## src/rtl/byte_word_packer.sv

```systemverilog
// ============================================================================
// byte_word_packer
// Packs a valid/ready byte stream into 16-bit words with a 2-bit lane enable.
// A packet that ends on an odd byte produces a partial word with one lane set.
// Optional macro: PACKER_BIG_ENDIAN_EN (first byte goes to d[15:8]).
// Revision: 1.0
// ============================================================================
`default_nettype none

module byte_word_packer (
  input  logic        clk,
  input  logic        resetn,
  input  logic        in_valid,
  output logic        in_ready,
  input  logic [7:0]  in_data,
  input  logic        in_last,
  output logic        out_valid,
  input  logic        out_ready,
  output logic [15:0] d,
  output logic [1:0]  byteena
);

  typedef enum logic [0:0] {
    LOW  = 1'b0,
    HIGH = 1'b1
  } state_t;

  state_t      state;
  state_t      state_next;
  logic [7:0]  hold;
  logic [7:0]  hold_next;
  logic        word_load;
  logic [15:0] word_d;
  logic [1:0]  word_be;
  logic        accept;

  // The output register can take a new word whenever it is empty or being
  // drained this cycle, so ready never looks at in_valid.
  assign in_ready = !out_valid || out_ready;
  assign accept   = in_valid && in_ready;

  // Pack-state next-state logic and completed-word formation.
  always_comb begin
    state_next = state;
    hold_next  = hold;
    word_load  = 1'b0;
    word_d     = 16'h0000;
    word_be    = 2'b00;
    case (state)
      LOW: begin
        if (accept) begin
          if (in_last) begin
            word_load = 1'b1;
`ifdef PACKER_BIG_ENDIAN_EN
            word_d    = {in_data, 8'h00};
            word_be   = 2'b10;
`else
            word_d    = {8'h00, in_data};
            word_be   = 2'b01;
`endif
          end else begin
            hold_next  = in_data;
            state_next = HIGH;
          end
        end
      end
      HIGH: begin
        if (accept) begin
          word_load  = 1'b1;
`ifdef PACKER_BIG_ENDIAN_EN
          word_d     = {hold, in_data};
`else
          word_d     = {in_data, hold};
`endif
          word_be    = 2'b11;
          state_next = LOW;
        end
      end
      default: begin
        state_next = LOW;
      end
    endcase
  end

  // Pack state and first-byte hold register.
  always_ff @(posedge clk) begin
    if (!resetn) begin
      state <= LOW;
      hold  <= 8'h00;
    end else begin
      state <= state_next;
      hold  <= hold_next;
    end
  end

  // Output stage: a completing word overrides a drain so there is no bubble;
  // data and lane enables keep their last value when nothing is loaded.
  always_ff @(posedge clk) begin
    if (!resetn) begin
      out_valid <= 1'b0;
      d         <= 16'h0000;
      byteena   <= 2'b00;
    end else if (word_load) begin
      out_valid <= 1'b1;
      d         <= word_d;
      byteena   <= word_be;
    end else if (out_ready) begin
      out_valid <= 1'b0;
    end
  end

endmodule

`default_nettype wire

```

## config.mk

```make
export PLATFORM = sky130hd
export DESIGN_NAME = byte_word_packer
export DESIGN_NICKNAME = d
export VERILOG_FILES = /design/src/rtl/byte_word_packer.sv
export SDC_FILE = /design/constraint.sdc
export NUM_CORES = 1
export LEC_CHECK = 0
export CORE_ASPECT_RATIO = 2
export CORE_MARGIN = 2
export CORE_UTILIZATION = 27
export CTS_BUF_LIST = sky130_fd_sc_hd__clkbuf_16
export DETAILED_ROUTE_END_ITERATION = 10
export PLACE_DENSITY_LB_ADDON = 0.15
export SLEW_MARGIN = 20
export SYNTH_ARGS = -nofsm -noshare
export SYNTH_HDL_FRONTEND = slang
export SYNTH_SLANG_ARGS = --single-unit
```

## constraint.sdc

```tcl
create_clock -name clk -period 1.83 [get_ports clk]
set_input_delay 0.549 -clock clk [delete_from_list [all_inputs] [get_ports clk]]
set_output_delay 0.549 -clock clk [all_outputs]
set_load 0.05 [all_outputs]
```

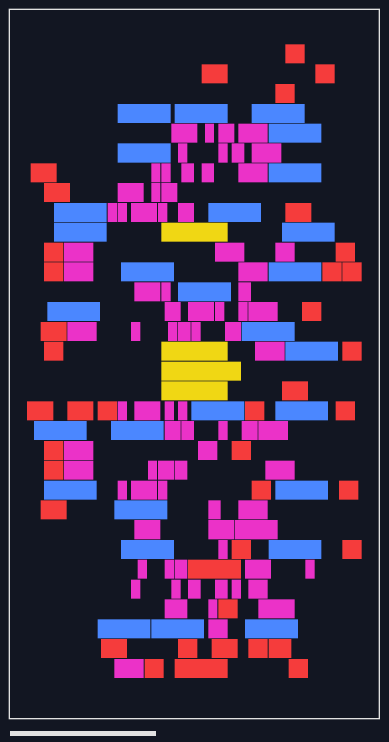
Fig. 1. Cell classes on the final placement (run 1).
Bar = 20 um.
legend:
  blue:
    class: registers
    cells: 28
    share_of_their_area: 35%
  yellow:
    class: clock drivers and dummy loads
    cells: 4
    share_of_their_area: 6.6%
  red:
    class: remaining buffers and delay cells
    cells: 40
    share_of_their_area: 22%
  magenta:
    class: remaining logic cells
    cells: 82
    share_of_their_area: 36%

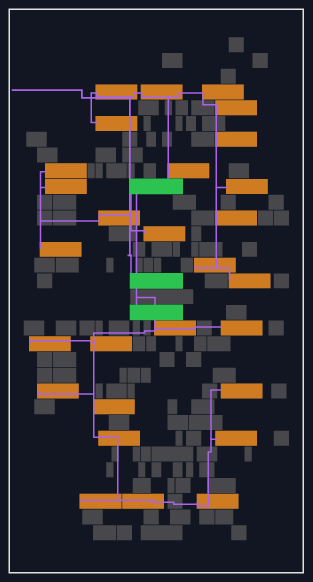
Fig. 2. Clock network drawn from the DEF (run 1).
legend:
  green:
    item: clock-net drivers
    count: 3
  purple:
    item: clock wires
    length: 350 um
  orange:
    item: flip-flops
    count: 28
routed clock nets: 4
flops lie: spread over the die

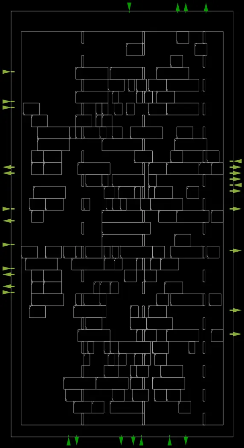
Fig. 3. Placement view (run 1).
fillcell total: 423
Final Core Density: 40.00%
total core area: 4129 sq um
flop share of the area: 33.94%

==> Slide: Implementation Results, run 1 <==
Key Metrics from the Run

Status
  – Status: complete, no violations

Job
  – OpenROAD warning count: 26

Worst setup path
  – Worst Setup End Kind: register
  – Worst endpoint required time: about 2 ns
  – Arrival time worst endpoint: about 1.9 ns
  – Reg2Reg Depth: 4
  – Startpoint types: input port

Final layout
  – Nets@finish: 168
  – Layout cells sized above 1: roughly 36%
  – Antenna cells: 0
  – Synthesis-to-finish area growth: 41.03%
  – Finished Layout Cells: just over 200
  – Most used logic cell in the final layout: dfxtp_1

Floorplan
  – Row Count: 33
  – Die area: 4912 sq um
  – Chip Height: 97.14 um

Final timing
  – Post-layout period usage: between 90% and 100%
  – Final Skew: 0.002983 ns
  – Minimum clock period: 1.722 ns
  – Hold Vio Cnt, Final: 0
  – Final count of negative-setup-slack endpoints: 0
  – RSZ-0062 raised after global routing: no
  – Setup TNS: 0 ns

Yosys
  – Simple share: 17.63%
  – AO/OA Area Share: between 20% and 30%
  – Adder Area Share: 0%
  – Synthesized area per cell: roughly 9.8 sq um
  – Yosys top cell by area: dfxtp_1
  – Synthesized net count: 132
  – Top cells by area, synth: dfxtp_1 48%, a32o_2 7.7%, mux2i_1 6.8%
  – Area share, top type: between 40% and 50%
  – Flops & latches, synth: 28
  – Seq/Total Area, Yosys: 47.86%

CTS
  – Clock Sinks: 28
  – # H-tree levels: 1
  – Latency at later pin: roughly 0.26 ns
  – CTS Hold Bufs: 0
  – Max Buffers Root-to-Sink: 2
  – CTS root buffer: clkbuf_16
  – CTS tree: yes
  – Number of CTS-inserted buffers: 3

Routing
  – Vias post-DR: 949
  – Post-route ant nets: 0
  – Vias per std cell: around 4.6

Placed design
  – Global placement routability congestion: 0.7473
  – IO buf count: 32

GRT
  – Initial antenna violation count: 0
  – First-pass GRT wire length: 4443 um
  – Largest net degree at the start of global routing: 37
  – GRT Total Usage: between 10% and 20%

Pwr
  – VDD IR max: roughly 0.53 mV
  – P_leak: between 0.0007 and 0.0008 uW
  – Pwr Density: 966.3 nW/um^2

Min path
  – Hold Crit Class: reg2reg
[run 1: critical path, cell delays in order]
cell             delay [ns]
clkdlybuf4s50_1        0.50
inv_2                  0.08
or3_4                  0.47
a32o_2                 0.28
[run 1: timing repair]
| action | CTS | global route |
|---|---|---|
| gates resized | 2 | 1 |
| setup endpoints to repair | 1 | 1 |
| setup buffers | 2 | 0 |
[run 1: area by class of cell]
class / instances / area (sq um)
flip-flops and latches: 28 / 560.5
multi-input cells: 79 / 555.5
repair buffers: 40 / 354.1
clock inverters: 1 / 30.03
well taps: 52 / 65.06
clock buffers: 3 / 75.07
inverters: 3 / 11.26
fillers: 423 / 2477
[run 1: routing by layer]
layer  routed length, um  global-route usage [%]  vias to the layer above
met5                   0                       0                        -
li1                    -                       -                      491
met3                 104                   1.538                        2
met2                1378                   20.04                       22
met1                1158                   13.65                      434
met4                  27                   4.990                        0
[run 1: sequential cells by signal, indices dropped and copies added (netlist names)]
| name | cells |
|---|---|
| state | 1 |
| out_valid | 1 |
| d | 16 |
| byteena | 2 |
| hold | 8 |
[run 1: where the power goes]
part	switching, uW	internal [uW]
combinational	174	119
sequential	16.8	643
clock	209	435
total	399	1200
[run 1: final timing paths]
| kind | start | endpoint | slack, ns |
|---|---|---|---|
| min | hold[3] | hold[3] | 0.46 |
| max reg2reg | out_valid | d[14] | 0.41 |
| max | in_valid | d[14] | 0.11 |
| min reg2reg | hold[3] | hold[3] | 0.46 |
[run 1: cells by family after synthesis]
| family | Yosys count |
|---|---|
| buf+inv | 12 |
| flops | 28 |
| compound gates | 30 |
| mux | 8 |
| simple gates | 41 |
[run 1: cells in the mapped netlist]
library cell	count
nor2b_1	7
inv_1	2
clkbuf_1	3
nand3_1	2
a21oi_1	7
nor2_1	7
inv_2	1
o21ai_0	2
a31o_2	1
buf_6	1
buf_2	4
or3_4	1
nor2_2	1
o21a_1	1
o211a_1	1
a32o_2	8
nor2b_4	1
nand2_1	20
mux2i_1	8
a21boi_0	2
dfxtp_1	28
buf_4	1
o31ai_1	1
nor3_2	2
o221a_2	7
[run 1: through the flow]
step           setup slack, ns  cell area (sq um)
2_1_floorplan          0.02373               1171
3_3_place_gp           -0.2137               1526
3_5_place_dp           -0.2329               1526
4_1_cts                0.09449               1645
5_1_grt                0.03732               1652
6_report                0.1083               1652
==> run 1 -> run 2 <==
--- a/config.mk
+++ b/config.mk
@@ -6,7 +6,6 @@
 export NUM_CORES = 1
 export LEC_CHECK = 0
 export CORE_ASPECT_RATIO = 2
-export CORE_MARGIN = 2
 export CORE_UTILIZATION = 27
 export CTS_BUF_LIST = sky130_fd_sc_hd__clkbuf_16
 export DETAILED_ROUTE_END_ITERATION = 10
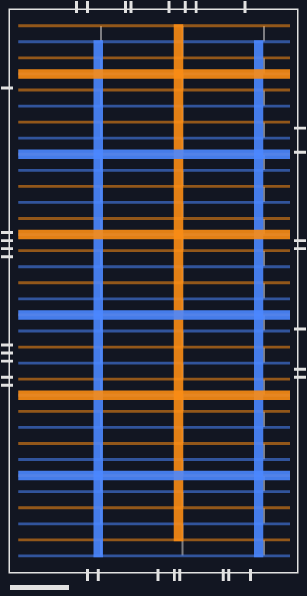
Fig. 4. Supply network (run 2).
Bar = 10 um. Pins as bars on the die edge. Tap cells in grey.
legend:
  blue:
    net: VSS
  orange:
    net: VDD
met4 straps: 3
tap cells: 52
signal pins: 33
met5 straps: 6
VDD IR max: 0.4548 mV
Chip Height: 95.14 um
x dimension of the die: 48.57 um

==> run 2 against run 1 <==
  * Clock-buffer cell count unchanged
  * Non-clock buffer count unchanged
  * Register-to-register slack got worse by 0.03 ns
  * Critical path depth unchanged
  * Via count increased by 3.5%
  * Critical path type unchanged
  * Utilization decreased by 0.27 points
  * Design area decreased by 0.68%
  * Sequential share of layout area increased by 0.23 points
  * Clock skew about the same
  * Clock power decreased by 23%
  * First-iteration DRC count increased by 10%
==> Slide: Implementation Results, run 2 <==
Key Metrics from the Run

Routing
  – Post-route ant nets: 0
  – Initial DRC Count: 22
  – Vias post-DR: ~1000
  – Vias per std cell: 4.767

Status
  – Status: complete, no violations

Final timing
  – Minimum clock period: 1.717 ns
  – Final Skew: 0.002585 ns
  – RSZ-0062 raised after global routing: no
  – Final count of negative-setup-slack endpoints: 0
  – Final Max Tran Viols: 0
  – Setup TNS: 0 ns
  – Hold Vio Cnt, Final: 0
  – Slew margin rel.: 60.99%
  – Post-layout period usage: 93.81%

Worst setup path
  – Slowest cell on crit path: clkdlybuf4s50_1
  – Worst endpoint required time: about 2.0 ns
  – Startpoint types: input port
  – Crit path cell chain: clkdlybuf4s50_1 -> inv_2 -> or3_4 -> a32o_2
  – Arrival time worst endpoint: 1.87 ns
  – Crit-path leading delay family: buffers and inverters
  – Crit path kind: in2reg
  – Max incr delay on CP: about 0.5 ns
  – Worst Setup End Kind: register
  – Worst path bufs/invs: 2

Floorplan
  – Row Count: 33
  – Total core area: 4129 sq um
  – Die area: 4621 sq um
  – # IOs: 33

Placed design
  – Global placement routability congestion: between 0.7 and 0.8
  – IO buf count: 32

Yosys
  – Top cells by area, synth: dfxtp_1 48%, a32o_2 7.7%, mux2i_1 6.8%
  – Area share, top type: a little under half
  – Synthesized net count: between 100 and 150
  – Synthesized area per cell: around 9.8 sq um
  – Synth Flop Type: dfxtp_1
  – Ys async rst share: 0%
  – Yosys top cell by area: dfxtp_1
  – Post-synth EDFFs: 0
  – Seq/Total Area, Yosys: between 40% and 50%
  – Top cells by count: 28 x dfxtp_1, 20 x nand2_1, 8 x a32o_2, 8 x mux2i_1
  – Flops & latches, synth: 28
  – YS warnings: 0
  – Top-count cell post-synth: dfxtp_1

Final layout
  – MI comb area: 555.5 sq um
  – Nets@finish: 168
  – Top Registers: d: 16 flops, hold: 8 flops, byteena: 2 flops
  – Final Core Density: 39.73%
  – Fillcell total: around 420
  – Largest register FFs: 16
  – Most flop-heavy register: d
  – Antenna cells: 0
  – Register Area: roughly 560 sq um
  – Most used logic cell in the final layout: dfxtp_1
  – Layout cells sized above 1: 35.06%
  – Synthesis-to-finish area growth: 40.06%

GRT
  – Largest net degree at the start of global routing: 37
  – Via count of the first global-routing pass: about 950
  – Initial antenna violation count: 0
  – First-pass GRT wire length: between 4000 and 5000 um
  – GRT Total Usage: 12.97%
  – Grt total ovfl: 0

CTS
  – Latency at later pin: 0.26 ns
  – Clock Sinks: 28
  – Number of CTS-inserted buffers: 3
  – CTS root buffer: clkbuf_16
  – # H-tree levels: 1
  – Clk pin slew, worst setup/hold paths: ~0.070 ns
  – Max Buffers Root-to-Sink: 2
  – CTS Hold Bufs: 0
  – CTS tree: yes

Job
  – OpenROAD warning count: 26
  – Max-cap check violation count: 0

Pwr
  – P_leak: 0.0007625 uW
  – Pwr Density: 882.7 nW/um^2
  – Tot Pwr: 1448 uW

Min path
  – Hold Crit Class: reg2reg
-- run 2: cell types whose count changed in the layout (fill, tap and decap cells not counted) --
| cell | delta |
|---|---|
| bufinv_16 | -1 |
| inv_4 | +1 |
| inv_2 | -1 |
| clkinv_1 | +1 |
| buf_12 | +1 |
| buf_4 | -1 |
-- run 2: cell families after synthesis --
family | synth area share, %
AND/OR/NAND/NOR | 17.63
flip-flops | 47.86
multiplexers | 6.838
buffers and inverters | 5.235
AND-OR/OR-AND | 22.44
-- run 2: worst register-to-register path, stage by stage (launching register included) --
cell and delay [ns]:
dfxtp_1 0.31, nor2b_4 0.13, buf_4 0.14, buf_12 0.12, nor3_2 0.49, a32o_2 0.20
-- run 2: area by class of cell --
cell class / instances / share of cell area (%)
clock inverter: 1 / 0.2288
timing repair buffer: 40 / 22.35
multi-input combinational: 79 / 33.87
sequential: 28 / 34.17
inverter: 3 / 0.8391
clock buffer: 3 / 4.577
tap: 52 / 3.966
-- run 2: worst paths after layout --
| kind | startpoint | cells past startpoint | to | slack, ns |
|---|---|---|---|---|
| worst min register to register | hold[4] | 2 | hold[4] | 0.46 |
| worst max-delay path | in_valid | 4 | d[11] | 0.11 |
| worst min-delay path | hold[4] | 2 | hold[4] | 0.46 |
| worst max register to register | out_valid | 5 | d[11] | 0.38 |
-- run 2: report_power, final --
part | total [uW] | internal [uW] | switching (uW)
clock network | 495 | 293 | 202
logic | 293 | 119 | 174
registers | 660 | 643 | 17.8
-- run 2: layer usage --
layer / part of all wire [%] / GRT usage (%) / routed length, um / vias to the layer above
met5: 0 / 0 / 0 / -
met4: 2.9 / 8.333 / 78 / 0
met3: 2.7 / 2.073 / 74 / 6
met1: 43 / 14.58 / 1154 / 458
met2: 52 / 22.54 / 1406 / 22
li1: - / - / - / 496
-- run 2: what timing repair did --
action                                  CTS  global route
resized                                   3             1
pin swaps                                 0             0
setup buffers                             1             0
endpoints found under the setup margin    1             7
-- run 2: per-stage QoR --
step	hold slack, ns	area (sq um)	setup slack, ns	instances
final	0.4641	1640	0.1134	206
after floorplan	0.4382	1171	0.02373	119
after CTS	0.4674	1634	0.03583	206
after global routing	0.4890	1640	0.08219	206
after global placement	0.4453	1546	-0.2440	201
after detailed placement	0.4578	1546	-0.2381	201
==> run 2 -> run 3 <==
--- a/config.mk
+++ b/config.mk
@@ -5,6 +5,8 @@
 export SDC_FILE = /design/constraint.sdc
 export NUM_CORES = 1
 export LEC_CHECK = 0
+export CELL_PAD_IN_SITES_DETAIL_PLACEMENT = 0
+export CELL_PAD_IN_SITES_GLOBAL_PLACEMENT = 1
 export CORE_ASPECT_RATIO = 2
 export CORE_UTILIZATION = 27
 export CTS_BUF_LIST = sky130_fd_sc_hd__clkbuf_16
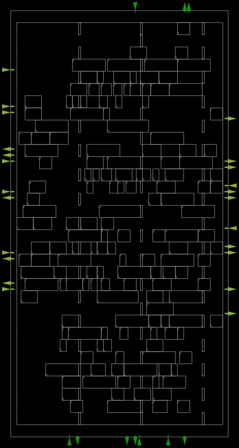
Fig. 5. Placement view (run 3).
flop share of the area: 33.31%
Finished Layout Cells: 212

==> run 3 against run 2 <==
  * Via count is 3.7% higher
  * Design area is 2.6% higher
  * Clock skew is 0.0014 ns higher
  * Non-clock buffer count is 6 higher
  * Sequential share of layout area is 0.86 points lower
  * Clock-buffer cell count stayed put
  * Clock power hardly changed
  * Routed wire length is 4.9% higher
  * Cell count is 2.9% higher
  * Worst setup slack better by 0.0018 ns
  * Combinational power is 4% higher
  * Critical path depth stayed put
==> Slide: Implementation Results, run 3 <==
Key Metrics from the Run

Worst setup path
  – Startpoint types: input port
  – Worst Setup End Kind: primary output

Floorplan
  – Chip Height: approximately 95 um
  – Row Count: 33
  – Total core area: 4129 sq um
  – # IOs: 33
  – Die area: 4621 sq um

Yosys
  – Flops & latches, synth: 28
  – Post-synth EDFFs: 0
  – Area share, top type: 47.86%
  – Top-count cell post-synth: dfxtp_1
  – AO/OA Area Share: 22.44%
  – XOR-XNOR Cells, Area Fraction: 0%
  – Synthesized area per cell: 9.841 sq um
  – Synthesized net count: 132
  – Mux contribution to synthesized area: under 10%
  – Adder Area Share: 0%

CTS
  – Clock Sinks: 28
  – CTS Hold Bufs: 0
  – Latency at later pin: 0.26 ns
  – CTS root buffer: clkbuf_16
  – Number of CTS-inserted buffers: 3
  – CTS tree: yes
  – # H-tree levels: 1

GRT
  – Via count of the first global-routing pass: 1009
  – Largest net degree at the start of global routing: 25
  – First-pass GRT wire length: 4767 um

Placed design
  – Global placement routability congestion: 0.8074
  – Placed insts: 208

Final layout
  – Top Registers: d: 16 flops, hold: 8 flops, byteena: 2 flops
  – Most flop-heavy register: d
  – Nets@finish: 174
  – Synthesis-to-finish area growth: 43.70%
  – Layout cells sized above 1: 37.50%
  – Antenna cells: 0
  – Most used logic cell in the final layout: buf_4

Pwr
  – VDD IR max: roughly 0.51 mV
  – P_leak: 0.0007963 uW
  – Pwr Density: 868.3 nW/um^2

Routing
  – Initial DRC Count: 24
  – Post-route ant nets: 0
  – Vias post-DR: a little over 1000
  – Uppermost layer routed: met4
  – Routed wl met3: a little under 100 um
  – Vias per std cell: 4.802
  – WL met1: 1282 um

Status
  – Status: complete, no violations

Final timing
  – Final count of negative-setup-slack endpoints: 0
  – Final Max Tran Viols: 0

Job
  – Max-cap check violation count: 0
  – OpenROAD warning count: 26
==> run 3: cell count changes in the layout (fill, tap and decap cells not counted) <==
cell,delta
buf_4,+6
inv_2,+1
inv_4,-1
==> run 3: power breakdown <==
| part | switching, uW | internal, uW |
|---|---|---|
| logic | 178 | 127 |
| clock network | 203 | 293 |
| registers | 17.3 | 643 |
==> run 3: cells by family after synthesis <==
group,Yosys count
compound gates,30
buf+inv,12
flops,28
mux,8
simple gates,41
==> run 3: path summary, 6_finish.rpt <==
check,depth (start not counted),from,endpoint
worst max-delay path,4,out_ready,in_ready
worst max register to register,6,out_valid,d[10]
worst min register to register,2,hold[1],hold[1]
worst min-delay path,2,hold[1],hold[1]
==> run 3: timing repair <==
item                                    4_1_cts  5_1_grt
gates resized                                 2        1
endpoints found under the setup margin        1        6
endpoints found under the hold margin         0        0
==> run 3: layout make-up <==
type,instances,area [sq um]
clock buffer,3,75.07
clock inverter,1,3.754
timing repair buffer,46,411.6
sequential,28,560.5
inverter,3,11.26
fill,442,2446
tap,52,65.06
multi-input combinational,79,555.5
==> run 3: per-stage QoR <==
step           area, sq um  power [uW]  setup TNS, ns  worst slack [ns]
2_1_floorplan         1171       861.1              0           0.02373
3_3_place_gp          1599       974.5         -3.539           -0.2391
3_5_place_dp          1599       979.9         -3.861           -0.2407
4_1_cts               1677        1482              0           0.05338
5_1_grt               1683        1533              0           0.08786
6_report              1683        1461              0            0.1151
==> run 3: per-layer routing <==
layer | up-vias | track usage (%)
li1 | 511 | -
met1 | 478 | 16.18
met2 | 25 | 23.12
met3 | 4 | 1.754
met4 | 0 | 6.618
met5 | - | 0
==> run 3: worst max-delay path, stage by stage <==
cell	delay (ns)
dlygate4sd2_1	0.26
nor2b_4	0.14
inv_2	0.08
buf_12	0.15
Power is estimated from default activity; no workload was simulated.
